## src/rtl/timer_pkg.sv

```systemverilog
// Shared definitions for the countdown-timer field of the VGA clock display.
// Holds the controller state encoding, the cursor codes used by the digit
// renderer for red highlighting, the BCD field limits and BCD step helpers.
package timer_pkg;

  typedef enum logic [2:0] {
    StIdle    = 3'd0,
    StEdit    = 3'd1,
    StRun     = 3'd2,
    StPause   = 3'd3,
    StExpired = 3'd4
  } state_e;

  // Cursor codes shared with the digit renderer
  localparam logic [3:0] CUR_HR  = 4'd6;
  localparam logic [3:0] CUR_MIN = 4'd7;
  localparam logic [3:0] CUR_SEC = 4'd8;

  localparam logic [7:0] HR_MAX = 8'h23;
  localparam logic [7:0] MS_MAX = 8'h59;

  // Nibble-wise BCD increment, wrapping max -> 00
  function automatic logic [7:0] bcd_inc(input logic [7:0] v, input logic [7:0] max);
    if (v == max) return 8'h00;
    if (v[3:0] == 4'd9) return {v[7:4] + 4'd1, 4'd0};
    return {v[7:4], v[3:0] + 4'd1};
  endfunction

  // Nibble-wise BCD decrement, wrapping 00 -> max
  function automatic logic [7:0] bcd_dec(input logic [7:0] v, input logic [7:0] max);
    if (v == 8'h00) return max;
    if (v[3:0] == 4'd0) return {v[7:4] - 4'd1, 4'd9};
    return {v[7:4], v[3:0] - 4'd1};
  endfunction

endpackage

```

## src/rtl/bcd_field_counter.sv

```systemverilog
// One two-digit BCD field (hours, minutes or seconds) of the countdown timer.
// Ports:
//   clk, reset      clock, asynchronous active-low reset (value -> 00)
//   en              step enable; inc/dec are ignored unless set
//   inc, dec        step up/down with wrap at MAX; both together = no change
//   value           registered BCD value
//   borrow_out      combinational pulse when a decrement wraps from 00
module bcd_field_counter
  import timer_pkg::*;
#(
  parameter logic [7:0] MAX = MS_MAX
) (
  input  logic       clk,
  input  logic       reset,
  input  logic       en,
  input  logic       inc,
  input  logic       dec,
  output logic [7:0] value,
  output logic       borrow_out
);

  logic [7:0] r_value;
  logic       w_step_inc;
  logic       w_step_dec;

  assign w_step_inc = en & inc & ~dec;
  assign w_step_dec = en & dec & ~inc;

  always_ff @(posedge clk or negedge reset) begin
    if (!reset) begin
      r_value <= 8'h00;
    end else if (w_step_inc) begin
      r_value <= bcd_inc(r_value, MAX);
    end else if (w_step_dec) begin
      r_value <= bcd_dec(r_value, MAX);
    end
  end

  // Combinational so the next field can take the borrow on the same edge
  assign borrow_out = w_step_dec & (r_value == 8'h00);
  assign value      = r_value;

endmodule

```

## src/rtl/timer_control.sv

```systemverilog
// Sequencing controller for the countdown-timer field of the VGA clock.
// Edit mode moves a cursor and steps the selected field; otherwise the timer
// runs, pauses and expires from a prescaled once-per-second tick.
// Ports:
//   clk, reset                 clock, asynchronous active-low reset
//   programar_on               level, 1 = edit mode (highest priority)
//   btn_up/down/left/right     single-cycle debounced button pulses
//   start_stop                 single-cycle pulse: start / pause / resume / ack
//   timer_in1/2/3              hours / minutes / seconds, BCD
//   direccion_actual_pantalla  cursor code while editing, else 0
//   running, alarm             countdown active, timer expired
module timer_control
  import timer_pkg::*;
#(
  parameter int unsigned TICK_DIV = 100000000
) (
  input  logic       clk,
  input  logic       reset,
  input  logic       programar_on,
  input  logic       btn_up,
  input  logic       btn_down,
  input  logic       btn_left,
  input  logic       btn_right,
  input  logic       start_stop,
  output logic [7:0] timer_in1,
  output logic [7:0] timer_in2,
  output logic [7:0] timer_in3,
  output logic [3:0] direccion_actual_pantalla,
  output logic       running,
  output logic       alarm
);

  localparam int unsigned PW = $clog2(TICK_DIV);
  localparam logic [PW-1:0] TICK_LAST = PW'(TICK_DIV - 1);

  state_e        r_state;
  state_e        w_state_nxt;
  logic [3:0]    r_cursor;
  logic [3:0]    w_cursor_nxt;
  logic [PW-1:0] r_presc;
  logic [3:0]    r_dir;
  logic          r_running;
  logic          r_alarm;

  logic       w_edit;
  logic       w_tick;
  logic       w_zero;
  logic       w_last;
  logic       w_sel_hr, w_sel_min, w_sel_sec;
  logic       w_borrow_sec, w_borrow_min, w_borrow_hr;
  logic [7:0] w_hr, w_min, w_sec;

  assign w_edit = (r_state == StEdit);
  // Edit mode pre-empts a tick that would otherwise land on the same edge
  assign w_tick = (r_state == StRun) && !programar_on && (r_presc == TICK_LAST);
  assign w_zero = (w_hr == 8'h00) && (w_min == 8'h00) && (w_sec == 8'h00);
  assign w_last = (w_hr == 8'h00) && (w_min == 8'h00) && (w_sec == 8'h01);

  assign w_sel_hr  = (r_cursor == CUR_HR);
  assign w_sel_min = (r_cursor == CUR_MIN);
  assign w_sel_sec = (r_cursor == CUR_SEC);

  // Edit steps use the current cursor; countdown chains borrows sec -> min -> hr
  bcd_field_counter #(.MAX(MS_MAX)) u_sec (
    .clk       (clk),
    .reset     (reset),
    .en        (w_edit | w_tick),
    .inc       (w_edit & btn_up & w_sel_sec),
    .dec       ((w_edit & btn_down & w_sel_sec) | w_tick),
    .value     (w_sec),
    .borrow_out(w_borrow_sec)
  );

  bcd_field_counter #(.MAX(MS_MAX)) u_min (
    .clk       (clk),
    .reset     (reset),
    .en        (w_edit | w_tick),
    .inc       (w_edit & btn_up & w_sel_min),
    .dec       ((w_edit & btn_down & w_sel_min) | (w_tick & w_borrow_sec)),
    .value     (w_min),
    .borrow_out(w_borrow_min)
  );

  bcd_field_counter #(.MAX(HR_MAX)) u_hr (
    .clk       (clk),
    .reset     (reset),
    .en        (w_edit | w_tick),
    .inc       (w_edit & btn_up & w_sel_hr),
    .dec       ((w_edit & btn_down & w_sel_hr) | (w_tick & w_borrow_min)),
    .value     (w_hr),
    .borrow_out(w_borrow_hr)
  );

  always_comb begin
    w_cursor_nxt = r_cursor;
    if (w_edit && btn_right && !btn_left) begin
      case (r_cursor)
        CUR_HR:  w_cursor_nxt = CUR_MIN;
        CUR_MIN: w_cursor_nxt = CUR_SEC;
        default: w_cursor_nxt = CUR_HR;
      endcase
    end else if (w_edit && btn_left && !btn_right) begin
      case (r_cursor)
        CUR_HR:  w_cursor_nxt = CUR_SEC;
        CUR_SEC: w_cursor_nxt = CUR_MIN;
        default: w_cursor_nxt = CUR_HR;
      endcase
    end
  end

  always_comb begin
    w_state_nxt = r_state;
    if (programar_on) begin
      w_state_nxt = StEdit;
    end else begin
      unique case (r_state)
        StEdit:    w_state_nxt = StIdle;
        StIdle:    if (start_stop && !w_zero) w_state_nxt = StRun;
        StRun: begin
          if (w_tick && w_last)  w_state_nxt = StExpired;
          else if (start_stop)   w_state_nxt = StPause;
        end
        StPause:   if (start_stop) w_state_nxt = StRun;
        StExpired: if (start_stop) w_state_nxt = StIdle;
        default:   w_state_nxt = StIdle;
      endcase
    end
  end

  always_ff @(posedge clk or negedge reset) begin
    if (!reset) begin
      r_state   <= StIdle;
      r_cursor  <= CUR_HR;
      r_presc   <= '0;
      r_dir     <= 4'd0;
      r_running <= 1'b0;
      r_alarm   <= 1'b0;
    end else begin
      r_state   <= w_state_nxt;
      r_cursor  <= w_cursor_nxt;
      r_dir     <= (w_state_nxt == StEdit) ? w_cursor_nxt : 4'd0;
      r_running <= (w_state_nxt == StRun);
      r_alarm   <= (w_state_nxt == StExpired);
      // Counts on every RUN edge (including the pausing edge); PAUSE holds it
      if (programar_on) begin
        r_presc <= '0;
      end else if (r_state == StRun) begin
        r_presc <= w_tick ? '0 : r_presc + 1'b1;
      end else if (r_state != StPause) begin
        r_presc <= '0;
      end
    end
  end

  assign timer_in1                 = w_hr;
  assign timer_in2                 = w_min;
  assign timer_in3                 = w_sec;
  assign direccion_actual_pantalla = r_dir;
  assign running                   = r_running;
  assign alarm                     = r_alarm;

  logic w_unused;
  assign w_unused = w_borrow_hr;

endmodule

```

## config.mk

```make
export PLATFORM = sky130hd
export DESIGN_NAME = timer_control
export DESIGN_NICKNAME = d
export VERILOG_FILES = /design/src/rtl/timer_pkg.sv /design/src/rtl/bcd_field_counter.sv /design/src/rtl/timer_control.sv
export SDC_FILE = /design/constraint.sdc
export NUM_CORES = 1
export LEC_CHECK = 0
export ABC_AREA = 1
export CORE_MARGIN = 2
export CORE_UTILIZATION = 25
export CTS_BUF_LIST = sky130_fd_sc_hd__clkbuf_2
export DETAILED_ROUTE_END_ITERATION = 8
export GPL_TIMING_DRIVEN = 0
export PLACE_DENSITY_LB_ADDON = 0.15
export RECOVER_POWER = 25
export SLEW_MARGIN = 5
export SYNTH_ARGS = -nofsm -noshare
export SYNTH_HDL_FRONTEND = slang
export SYNTH_SLANG_ARGS = --single-unit
```

## constraint.sdc

```tcl
create_clock -name clk -period 5.1 [get_ports clk]
set_clock_uncertainty 0.15 [all_clocks]
set_input_delay 1.02 -clock clk [delete_from_list [all_inputs] [get_ports clk]]
set_output_delay 1.02 -clock clk [all_outputs]
set_load 0.02 [all_outputs]
```

==> run_1/met1.png <==
Supply wires on this layer in grey.
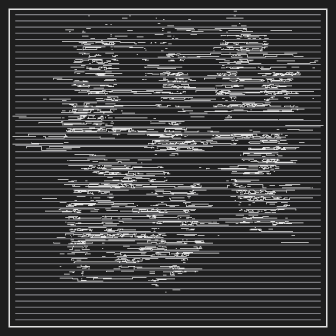
longest straight run	42.8 µm
main direction	horizontal

==> run_1/met2.png <==
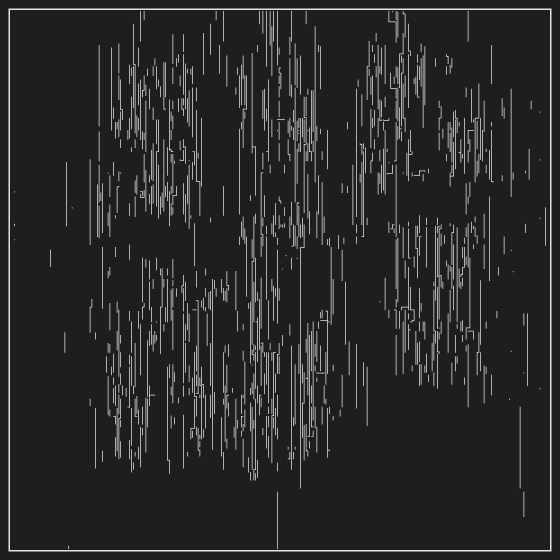
wire length on this layer	5,100 µm
nets with wire on the layer	541
main direction	vertical

==> results.txt, run 1 <==
impl run done, here's what came out: post-synth top area cell=dfrtp_1, critical path type=register to output pin, top fanout value on the critical path=8, Non-Clock Inverter Count=88, arrival time reported for the critical path endpoint=1760 ps, Final setup violation count=0, number of cell instances on the worst register-to-register path=10, Final Worst Setup Slack=2170 ps, clock root buffer=clkbuf_2, ratio of cells with drive above 1 in the final layout=0.112, worst-case register-to-register setup slack=2570 ps, core box area=17,800 µm², heaviest power group=combinational logic, CTS tree=built, top cell type by instance count after synthesis=nand2_1, Crit path max-delay family=buffers and inverters, commonest non-fill, non-tap cells in the layout=nand2_1 (118), inv_1 (80), nor2_1 (62), dfrtp_1 (62), nand3_1 (52), start of the worst register-to-register path=u_min.value[0], list of cells traversed by the critical path=clkdlybuf4s50_1, register bit total from synthesis=64, class of the tightest hold or removal check=input port to asynchronous set/reset pin, first drt pass iteration count=4, clock-pin slew of the registers on the worst-case setup and hold paths=210 ps, sequential share of the synthesized area=0.357, Vias=about 4,000, fin. max-slew vios=0, top post-synthesis cells by area=dfrtp_1 (35%), nand2_1 (9.9%), inv_1 (6.7%), Post-CTS Resized=0, share of total power in the clock network=0.201, Biggest register=r_presc, global placement routability congestion=0.864, number of flops mapped to enable cells by yosys=0, yosys stat cell total=607, total CTS buffers=9, Floorplan Nets=636, post-placement setup slack=1830 ps, Post CTS Setup Buffer Count=0, area taken by flip-flops and latches=between 1500 and 2000 µm², slew at the pin closest to its max-slew limit=803 ps, CTS Buffer Depth=2, final standard cell count with taps included and fillers excluded=891, multi-input gates=448, type of element launching the critical path=register, # diodes=1, DRC violation count after routing=0, CP bufs+invs=1, number of cells in the design after placement=874, most used standard cells in the synthesized netlist=nand2_1 (118), inv_1 (80), dfrtp_1 (62), nor2_1 (62), nand3_1 (52), sequential share of cell area=0.301, number of cells on the critical path=1, Comb group=941 µW, average detailed-routed wire length per instance=12.7 µm, NonClk Buf Share=0.0838, share of synthesized area spent on multiplexers=0, slew margin rel.=0.465, starting density of the core=0.253, wire length of the first global-routing pass=19,200 µm, Cells after Synth=607, power density over the cells=393 nW/µm², number of primary I/O pins=38, Total Power=2100 µW, largest contributor to cell area by class=logic gates, share of final layout cell area taken by clock buffers and inverters=0.0296, Fillers=1,962, XOR-XNOR Cells, Area Fraction=0.0507, arithmetic-cell share of the synthesized area counting full adders, half adders and majority gates=0.0585, sum of negative setup slack=0 ps, number of global-route vias before repair=3,963, outcome=completed, tally of max-capacitance violations=0, num rows=49, Chip Width=between 100 and 150 µm, post-synth top area share=0.346, Net Switching=880 µW, final design instance area without fill=5330 µm², Total Routed Length=11,300 µm, pin count of the biggest net entering global routing=55, fraction of standard cell area in multi-input logic=0.469, Area Overhead vs Synth=18.7%, Detailed Place HPWL=8450 µm, number of nets at the end of the flow=685, sw frac=0.420, post-synthesis compound-gate area fraction=0.116, number of H-tree levels=3, Comb pwr share=0.449, GRT overflow=0, proportion of synthesized flip-flops having asynchronous set or reset=1.00, count of hold buffers inserted by post-cts repair=0, Critical Path RT=3930 ps, post-route ant nets=0, Critical Path Start=u_min.value[4], Synth Warn #=0, Buffers, non-clock=about 45, end of the worst register-to-register path=running, Vias per Instance=4.58, Power Internal=roughly 1200 µW, largest family of logic cells by area=simple AND/OR/NAND/NOR gates, Seq Cell Count=64, number of clock sinks seen by CTS=64, chip area in the Yosys report=4490 µm², mean cell area of the mapped netlist=between 7 and 8 µm², leakage power=0.00236 µW, Critical Path End Type=output pin, IO buf count=37, Max stage delay on crit path=approximately 660 ps, Commonest Layout Cell=nand2_1, post-layout utilization of the core=0.300, Latency at later pin=roughly 550 ps, worst-path cell with the longest stage delay=clkdlybuf4s50_1, vertical die dimension=138 µm, number of flip-flops under the largest register name=27, post-synthesis instance area=4490 µm², combinational gate area=2500 µm², number of warning messages in the logs=40, area enclosed by the die boundary=~19,000 µm², layout clock buffer count=10, maximum vdd drop=between 150 and 200 µV, RSZ-0062 raised after global routing=false, worst-case hold slack=340 ps, total cell area at the placement stage=5170 µm², number of antenna violations at the first check in global routing=1, well tap count=~230, peak clock frequency supported by timing=341 MHz, final tally of hold violations=0, crit path capture=timer_in2[4], power in sequential cells=733 µW, Cell variety after synth=between 40 and 50, total global-route track usage=0.122, sequential share of power=0.350, period utilization=0.575, ys flop type=dfrtp_1, minimum clock period=2930 ps
==> run_1/met3.png <==
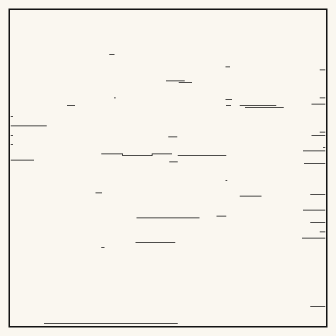
wire length on this layer	341 µm
longest straight run	58.2 µm
nets with wire on the layer	31
share of all routed wire	3.0%

==> run 1: worst min path at each step <==
stage	slack (ps)	from	end	depth (start not counted)
2_1_floorplan	350	r_presc[1]	r_presc[1]	1
3_3_place_gp	350	u_sec.value[7]	u_sec.value[7]	2
3_5_place_dp	360	u_sec.value[7]	u_sec.value[7]	2
4_1_cts	40	reset	u_min.value[7]	1
5_1_grt	360	reset	u_min.value[7]	1
6_report	340	reset	u_min.value[7]	1
==> run 1: per-layer routing <==
layer  up-vias  wire length [µm]  global-route usage
met3        13               340              0.0191
met4         0               220              0.0532
met5         -                 0                   0
met1      1920              5680               0.168
li1       2094                 -                   -
met2        54              5100               0.192
==> run_1/met4.png <==
Bar = 50 µm. Supply wires on this layer in grey. Cells faint in the background.
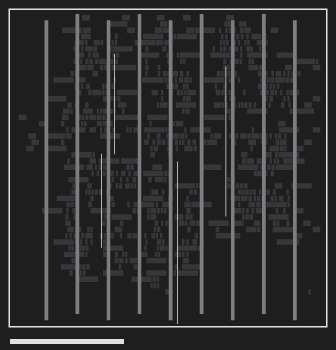

==> run 1 -> run 2 <==
==> constraint.sdc (replaced) <==
create_clock -name clk -period 2.4 [get_ports clk]
set_clock_uncertainty 0.15 [all_clocks]
set_input_delay 0.48 -clock clk [delete_from_list [all_inputs] [get_ports clk]]
set_output_delay 0.48 -clock clk [all_outputs]
set_load 0.02 [all_outputs]
==> run_2/met4.png <==
Bar = 50 µm. Supply wires on this layer in grey. Cells faint in the background.
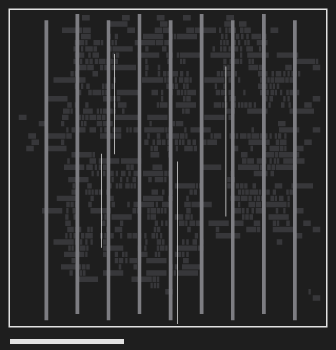
wire length on this layer	220 µm
share of all routed wire	1.9%
main direction	vertical

==> results.txt, run 2 <==
impl run done, here's what came out: Seq Cell Count=64 (unchanged), Cells after Synth=607 (unchanged), CTS tree=built (unchanged), Net Switching=1900 µW (was 880 µW), Critical Path RT=1770 ps (was 3930 ps), Cell variety after synth=45 (unchanged), fin. max-slew vios=0 (unchanged), number of antenna violations at the first check in global routing=1 (unchanged), Latency at later pin=550 ps (about the same), count of hold buffers inserted by post-cts repair=1 (was 0), XOR-XNOR Cells, Area Fraction=0.0507 (unchanged), area taken by flip-flops and latches=1620 µm² (was 1600 µm²), Floorplan Nets=636 (unchanged), sequential share of the synthesized area=0.357 (unchanged), chip area in the Yosys report=4490 µm² (unchanged), multi-input gates=448 (unchanged), DRC violation count after routing=0 (unchanged), slew margin rel.=0.476 (was 0.465), number of flip-flops under the largest register name=27 (unchanged), sequential share of cell area=0.301 (about the same), Critical Path End Type=output pin (unchanged), wire length of the first global-routing pass=19,300 µm (was 19,200 µm), number of H-tree levels=3 (unchanged), yosys stat cell total=607 (unchanged), post-route ant nets=0 (unchanged), ratio of cells with drive above 1 in the final layout=0.134 (was 0.112), post-synth top area cell=dfrtp_1 (unchanged), number of nets at the end of the flow=687 (was 685), RSZ-0062 raised after global routing=false (unchanged), total CTS buffers=9 (unchanged), critical path type=register to output pin (unchanged), heaviest power group=combinational logic (unchanged), Comb pwr share=0.455 (was 0.449), post-placement setup slack=-332 ps (was 1830 ps), met2 Resource Use GR=0.192 (about the same), GRT overflow=0 (unchanged), Buffers, non-clock=47 (was 45), post-synthesis instance area=4490 µm² (unchanged), Commonest Layout Cell=nand2_1 (unchanged), share of total power in the clock network=0.198 (was 0.201), top fanout value on the critical path=6 (was 8), Vias=4,129 (was 4,081), Max stage delay on crit path=640 ps (was 660 ps), final design instance area without fill=5370 µm² (was 5330 µm²), type of element launching the critical path=register (unchanged), Final Worst Setup Slack=99.9 ps (was 2170 ps), vertical die dimension=138 µm (unchanged), proportion of synthesized flip-flops having asynchronous set or reset=1.00 (unchanged), Comb group=2060 µW (was 941 µW), sw frac=0.421 (was 0.420), arithmetic-cell share of the synthesized area counting full adders, half adders and majority gates=0.0585 (unchanged), highest-utilization routing layer at the global route stage=met2 (unchanged), pin count of the biggest net entering global routing=55 (unchanged), period utilization=0.958, power in sequential cells=1570 µW (was 733 µW), largest family of logic cells by area=simple AND/OR/NAND/NOR gates (unchanged), Chip Width=138 µm (unchanged), Biggest register=r_presc (unchanged), number of global-route vias before repair=3,969 (was 3,963), Final setup violation count=0 (unchanged), list of cells traversed by the critical path=clkdlybuf4s50_1 (unchanged), outcome=completed (unchanged), maximum vdd drop=340 µV (was 159 µV), combinational gate area=2530 µm² (was 2500 µm²), share of synthesized area spent on multiplexers=0 (unchanged), # diodes=1 (unchanged), fraction of standard cell area in multi-input logic=0.472 (was 0.469), CTS Buffer Depth=2 (unchanged), layout clock buffer count=10 (unchanged), power density over the cells=841 nW/µm² (was 393 nW/µm²)
[run 2: per-stage QoR]
| stage | util | TNS [ps] | hold WS [ps] | power [µW] |
|---|---|---|---|---|
| 4_1_cts | 0.302 | 0 | 50.0 | 4560 |
| 2_1_floorplan | - | 0 | 34.4 | 2890 |
| 6_report | 0.302 | 0 | 286 | 4520 |
| 5_1_grt | 0.302 | 0 | 325 | 4920 |
| 3_3_place_gp | 0.290 | -123530 | 349 | 3580 |
| 3_5_place_dp | 0.291 | -10400 | 199 | 3590 |
[run 2: final timing paths]
| check | to | cells after the start |
|---|---|---|
| min in group clk | u_sec.value[7] | 2 |
| max | timer_in1[0] | 1 |
| min reg2reg | u_sec.value[7] | 2 |
| max in group asynchronous | u_sec.value[4] | 3 |
| min | u_min.value[7] | 2 |
| max reg2reg | running | 10 |
Power figures rest on the tool's default switching activity, not on a simulated workload.
